==> src/rtl/contador_pkg.sv <==
// Shared types and helpers for the cascaded modulo-N counter.
// Imported by the per-digit cell and the top-level sequencer.
package contador_pkg;

   typedef enum logic {
      ST_COUNT   = 1'b0,
      ST_EXPIRED = 1'b1
   } state_t;

   localparam logic DIR_UP   = 1'b1;
   localparam logic DIR_DOWN = 1'b0;

   // Saturate an out-of-range load value to the largest legal digit.
   function automatic logic [31:0] clamp_digit(input logic [31:0] value,
                                               input logic [31:0] modulus);
      return (value >= modulus) ? (modulus - 32'd1) : value;
   endfunction

endpackage

==> src/rtl/contador_cascata_modn_digito.sv <==
// One modulo-MOD digit cell: load with clamping, whole-counter wrap,
// single up/down step, and a per-direction terminal flag for the chain.
module contador_digito
   import contador_pkg::*;
#(
   parameter int DIG_W = 4,
   parameter int MOD   = 10
) (
   input  logic             clk,
   input  logic             reset,
   input  logic             load,
   input  logic [DIG_W-1:0] data_dig,
   input  logic             step,
   input  logic             up,
   input  logic             wrap_all,
   output logic [DIG_W-1:0] value,
   output logic             at_term
);

   localparam logic [DIG_W-1:0] TERM_UP = DIG_W'(MOD - 1);

   logic [DIG_W-1:0] value_reg;
   logic [DIG_W-1:0] value_next;

   always_comb begin
      value_next = value_reg;
      if (load) begin
         value_next = DIG_W'(clamp_digit(32'(data_dig), 32'(MOD)));
      end else if (wrap_all) begin
         value_next = (up == DIR_UP) ? '0 : TERM_UP;
      end else if (step) begin
         if (up == DIR_UP) begin
            value_next = (value_reg >= TERM_UP) ? '0 : value_reg + 1'b1;
         end else begin
            value_next = (value_reg == '0) ? TERM_UP : value_reg - 1'b1;
         end
      end
   end

   always_ff @(posedge clk or posedge reset) begin
      if (reset) begin
         value_reg <= '0;
      end else begin
         value_reg <= value_next;
      end
   end

   assign value   = value_reg;
   assign at_term = (up == DIR_UP) ? (value_reg == TERM_UP) : (value_reg == '0);

endmodule

==> src/rtl/contador_cascata_modn.sv <==
// Cascaded modulo-N up/down counter: digit cells chained by terminal flags,
// with wrap or one-shot expiry handled by a two-state FSM and a done pulse.
module contador_cascata_modn
   import contador_pkg::*;
#(
   parameter int DIGITS  = 2,
   parameter int DIG_W   = 4,
   parameter int MOD     = 10,
   parameter int MOD_TOP = 10
) (
   input  logic                    clk,
   input  logic                    reset,
   input  logic [DIGITS*DIG_W-1:0] data,
   input  logic                    load,
   input  logic                    enable,
   input  logic                    up,
   input  logic                    one_shot,
   output logic [DIGITS*DIG_W-1:0] count,
   output logic                    tc,
   output logic                    done,
   output logic                    expired
);

   // Digit 0 uses MOD_TOP when it is also the top digit.
   localparam int MOD0 = (DIGITS == 1) ? MOD_TOP : MOD;
   localparam logic [DIG_W-1:0] PRE_UP   = DIG_W'(MOD0 - 2);
   localparam logic [DIG_W-1:0] PRE_DOWN = DIG_W'(1);

   state_t            state_reg;
   state_t            state_next;
   logic              done_reg;
   logic              done_next;
   logic [DIGITS-1:0] at_term;
   logic [DIGITS-1:0] chain;
   logic [DIGITS-1:0] step_vec;
   logic              step_en;
   logic              wrap_all;
   logic              upper_term;
   logic              lands_term;

   genvar gi;
   generate
      for (gi = 0; gi < DIGITS; gi++) begin : g_digit
         if (gi == 0) begin : g_first
            assign chain[gi] = 1'b1;
         end else begin : g_rest
            assign chain[gi] = chain[gi-1] & at_term[gi-1];
         end

         assign step_vec[gi] = step_en & chain[gi];

         contador_digito #(
            .DIG_W (DIG_W),
            .MOD   ((gi == DIGITS - 1) ? MOD_TOP : MOD)
         ) u_digito (
            .clk      (clk),
            .reset    (reset),
            .load     (load),
            .data_dig (data[gi*DIG_W +: DIG_W]),
            .step     (step_vec[gi]),
            .up       (up),
            .wrap_all (wrap_all),
            .value    (count[gi*DIG_W +: DIG_W]),
            .at_term  (at_term[gi])
         );
      end
   endgenerate

   assign tc = &at_term;

   // A one-shot step lands on terminal only when digit 0 is one step away
   // and every higher digit already sits at its terminal value.
   assign upper_term = &(at_term | DIGITS'(1));
   assign lands_term = upper_term &&
                       (count[DIG_W-1:0] == ((up == DIR_UP) ? PRE_UP : PRE_DOWN));

   assign step_en  = !load && enable && (state_reg == ST_COUNT) && !(one_shot && tc);
   assign wrap_all = step_en && tc;

   always_ff @(posedge clk or posedge reset) begin
      if (reset) begin
         state_reg <= ST_COUNT;
         done_reg  <= 1'b0;
      end else begin
         state_reg <= state_next;
         done_reg  <= done_next;
      end
   end

   always_comb begin
      state_next = state_reg;
      done_next  = 1'b0;
      if (load) begin
         state_next = ST_COUNT;
      end else if ((state_reg == ST_COUNT) && enable) begin
         if (tc) begin
            done_next = 1'b1;
            if (one_shot) begin
               state_next = ST_EXPIRED;
            end
         end else if (one_shot && lands_term) begin
            done_next  = 1'b1;
            state_next = ST_EXPIRED;
         end
      end
   end

   always_comb begin
      done    = done_reg;
      expired = (state_reg == ST_EXPIRED);
   end

endmodule

==> config.mk <==
export PLATFORM = sky130hd
export DESIGN_NAME = contador_cascata_modn
export DESIGN_NICKNAME = d
export VERILOG_FILES = /design/src/rtl/contador_pkg.sv /design/src/rtl/contador_cascata_modn_digito.sv /design/src/rtl/contador_cascata_modn.sv
export SDC_FILE = /design/constraint.sdc
export NUM_CORES = 1
export LEC_CHECK = 0
export CORE_AREA = 2 2 53 55
export DETAILED_ROUTE_END_ITERATION = 12
export DIE_AREA = 0 0 55 57
export GPL_TIMING_DRIVEN = 1
export PLACE_DENSITY_LB_ADDON = 0.08
export SKIP_LAST_GASP = 1
export SYNTH_ARGS = -nofsm -noshare
export SYNTH_HDL_FRONTEND = slang
export SYNTH_SLANG_ARGS = --single-unit
==> constraint.sdc <==
create_clock -name clk -period 2 [get_ports clk]
set_input_delay 0.4 -clock clk [delete_from_list [all_inputs] [get_ports clk]]
set_output_delay 0.4 -clock clk [all_outputs]
set_load 0.005 [all_outputs]
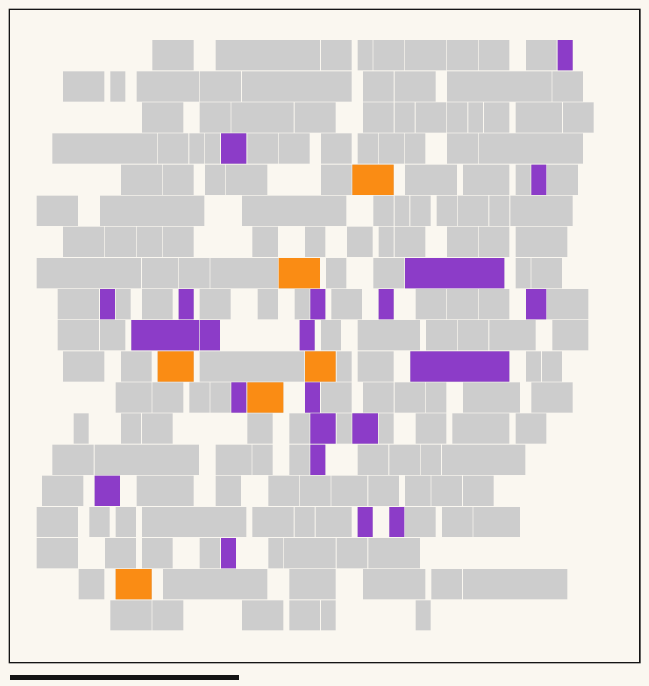
Fig. 1. Logic cells by family (run 1).
The bar under the picture is 20 µm long.
legend:
  NOR gates:
    color: purple
    cells: 22
    most_used: nor2_1
  AND-OR and OR-AND gates:
    color: orange
    cells: 6
    most_used: a211o_1

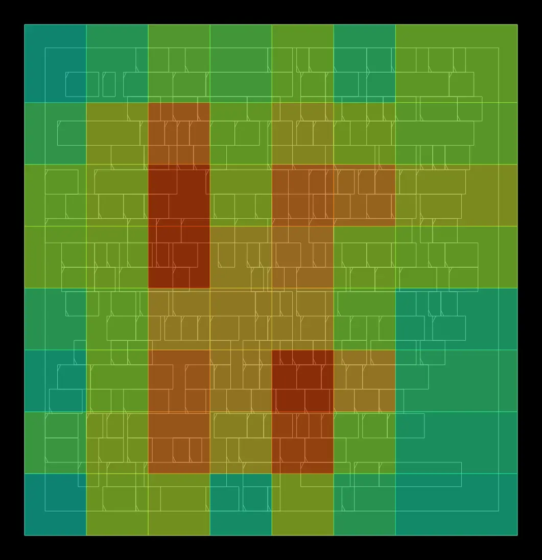
Fig. 2. Congestion heat map (run 1).
met1 Use GR: 0.3367
met2 Resource Use GR: 0.3316

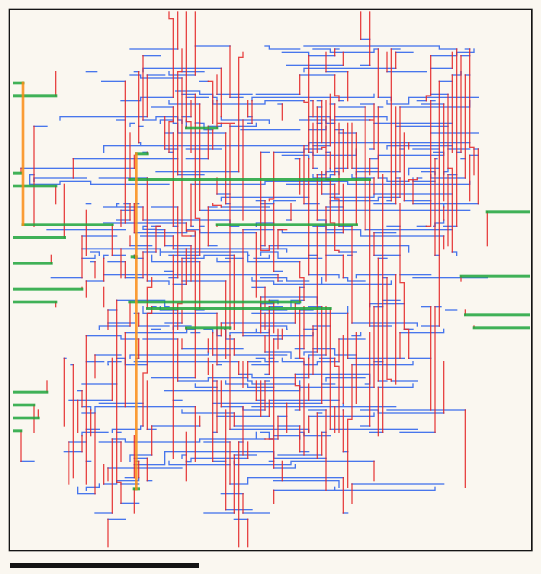
Fig. 3. Routed metal, one color a layer (run 1).
The bar under the picture is 20 µm long.
legend:
  metal 2:
    color: red
    wire_length: 1,550 µm
  metal 1:
    color: blue
    wire_length: 1,580 µm
  metal 4:
    color: orange
    wire_length: 50.3 µm
  metal 3:
    color: green
    wire_length: 160 µm

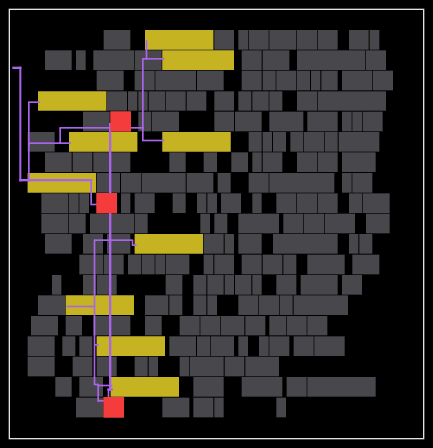
Fig. 4. Clock network drawn from the DEF (run 1).
legend:
  flip-flops:
    color: yellow
    count: 10
  clock drivers:
    color: red
    count: 3
  clock wires:
    color: purple
    length: 157 µm
routed clock nets: 4

==> metrics.cfg, run 1 <==
[outcome]
status=completed

[logic_synthesis]
ys_seq_elements=10
top_area_frac=0.2275
ys_cells=134
largest_area_cell=dfrtp_1
top_logic_kind=AND-OR/OR-AND gates
post-synth-top-count-cell=nor2_1
ys_area_um2=1100
area_leaders=dfrtp_1 (23%), ha_1 (8.0%), a21oi_1 (5.5%)
flop_cell=dfrtp_1
ys_types=48
synth_adder_area_share=0.07964
synth.net_count=155
synth-async-reset-ratio=1.000
syn_area_um2=1100

[cells_and_area]
comb_cells=106
syn_to_final_growth_pct=65.87
seq_cells=10
drive_gt1_frac=0.3873
area_dominant_class=logic gates
buf_share=0.3340
buffers=72
final_layout_top_logic_cells=buf_4 (44), clkdlybuf4s50_1 (22), nor2_1 (13), a21oi_1 (12)
seq_share=0.1379
layout_top_cell=buf_4
fin_area_um2=1824
nets=226
largest_register_ffs=8
layoutNonFillerInstCount=235
comb_area_um2=843.3
sh_comb_area=0.4623

[setup_path]
worst-path-buf-inv=3
cp-endpoint=g_digit[1].u_digito.value[2]
cpMaxStageDelayCell=dfrtp_1
cp.arrival_ns=2.12
r2r-end=g_digit[1].u_digito.value[2]
reg2regPathDepth=9
crit_path_end_kind=flip-flop
cp.required_ns=2.16
cp.depth=9
critical_path_class=reg2reg

[drt]
m1WireLength_mm=1.576
drtAntennaViolNets=0
dr.first_iter.drc_count=51
dr.pass1.iters=4
vias=1280
wl_per_cell_um=14.19
wirelength_mm=3.334

[grt]
grt_start_max_net_pins=17
grt_overflow=0

[die]
die_h_um=57
rows=19
die_w_um=55
n_tap_cell=31

[sta]
fin_crit_ns=1.956
fin_ws_ns=0.04374
final.setup_skew_ns=0.005294
hold_ws_ns=0.4011

[cts]
post_cts_buffers=7
clock_latency_ns=0.27
numCtsBuffers=3

[power]
p_clk_frac=0.150
pg_clk_w=0.000187
power_w=0.001247
p_seq_w=0.000273
irDropWorstVdd_mv=0.6659
p_int_w=0.0007862
seq_power_share=0.219

[run]
maxCapViolations=0

[placed_design]
hpwl_mm=2.415
dp.cells=216
placed_cell_area_um2=1587
port_buffers=24

Fig. 5: run 1, cell area per tile
11 x 11 tiles, from dark blue (low) to red (high), 0 to 100% covered.
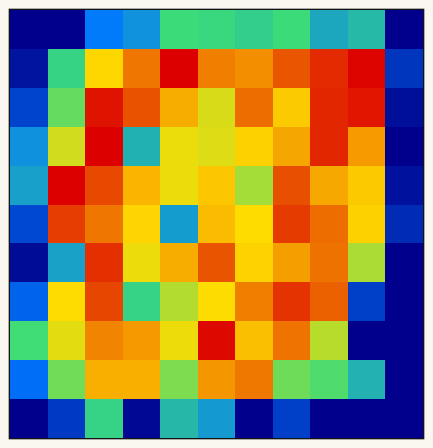

==> run 2, diff against run 1 <==
--- a/config.mk
+++ b/config.mk
@@ -5,9 +5,9 @@
 export SDC_FILE = /design/constraint.sdc
 export NUM_CORES = 1
 export LEC_CHECK = 0
-export CORE_AREA = 2 2 53 55
+export CORE_AREA = 2 2 51 57
 export DETAILED_ROUTE_END_ITERATION = 12
-export DIE_AREA = 0 0 55 57
+export DIE_AREA = 0 0 53 59
 export GPL_TIMING_DRIVEN = 1
 export PLACE_DENSITY_LB_ADDON = 0.08
 export SKIP_LAST_GASP = 1
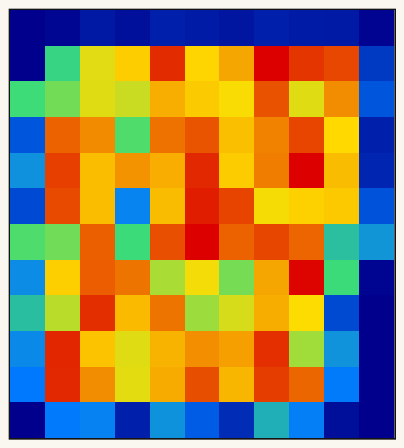
Fig. 6. Cell area per tile (run 2).
11 x 12 tiles, from dark blue (low) to red (high), 0 to 100% covered.
mean over tiles: 58%
densest ninth of the die: middle
emptiest ninth of the die: bottom right
fullest tile: 100%

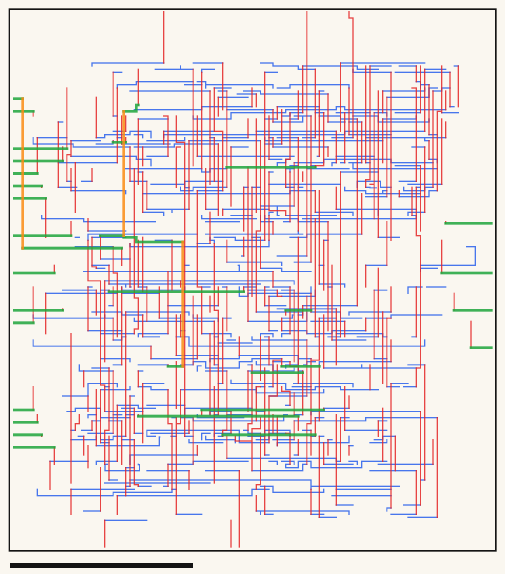
Fig. 7. Routed metal, one color a layer (run 2).
The bar under the picture is 20 µm long.
legend:
  metal 4:
    color: orange
    wire_length: 43.5 µm
  metal 2:
    color: red
    wire_length: 1,600 µm
  metal 1:
    color: blue
    wire_length: 1,670 µm
  metal 3:
    color: green
    wire_length: 173 µm

==> run 2 against run 1 <==
Fmax decreased by 1.9%. Combinational power increased by 5.8%. Hold slack improved by 0.015 ns. Design area increased by 1.1%. Sequential power about the same. Critical path type unchanged. Critical endpoint is now g_digit[1].u_digito.value[1].
==> metrics.cfg, run 2 <==
[die]
n_tap_cell=31
rows=19

[placed_design]
port_buffers=24
dp.cells=216

[drt]
vias=1290
dr.pass1.iters=4
wl_per_cell_um=15.04

[grt]
grt.met1_usage=0.3429
grt_overflow=0
grt_start_max_net_pins=17

[logic_synthesis]
syn_area_um2=1100
post-synth-top-count-cell=nor2_1
top_area_frac=0.2275
top_logic_kind=AND-OR/OR-AND gates
ys_area_um2=1100
synth.net_count=155

[cells_and_area]
syn_to_final_growth_pct=67.69
nets=224
comb_cells=106
largest_register_ffs=8
seq_share=0.1364
drive_gt1_frac=0.4030

[setup_path]
crit_path_end_kind=flip-flop
cp.required_ns=2.22
cpMaxStageDelayCell=dfrtp_2
cp.depth=9
worst-path-buf-inv=3
r2r-end=g_digit[1].u_digito.value[1]
critical_path_class=reg2reg
cp-endpoint=g_digit[1].u_digito.value[1]

[run]
maxCapViolations=0

[power]
irDropWorstVdd_mv=0.5064
pg_clk_w=0.000147
power_w=0.001253
p_seq_w=0.000273

[cts]
post_cts_buffers=7

[outcome]
status=completed

Power figures rest on the tool's default switching activity, not on a simulated workload.
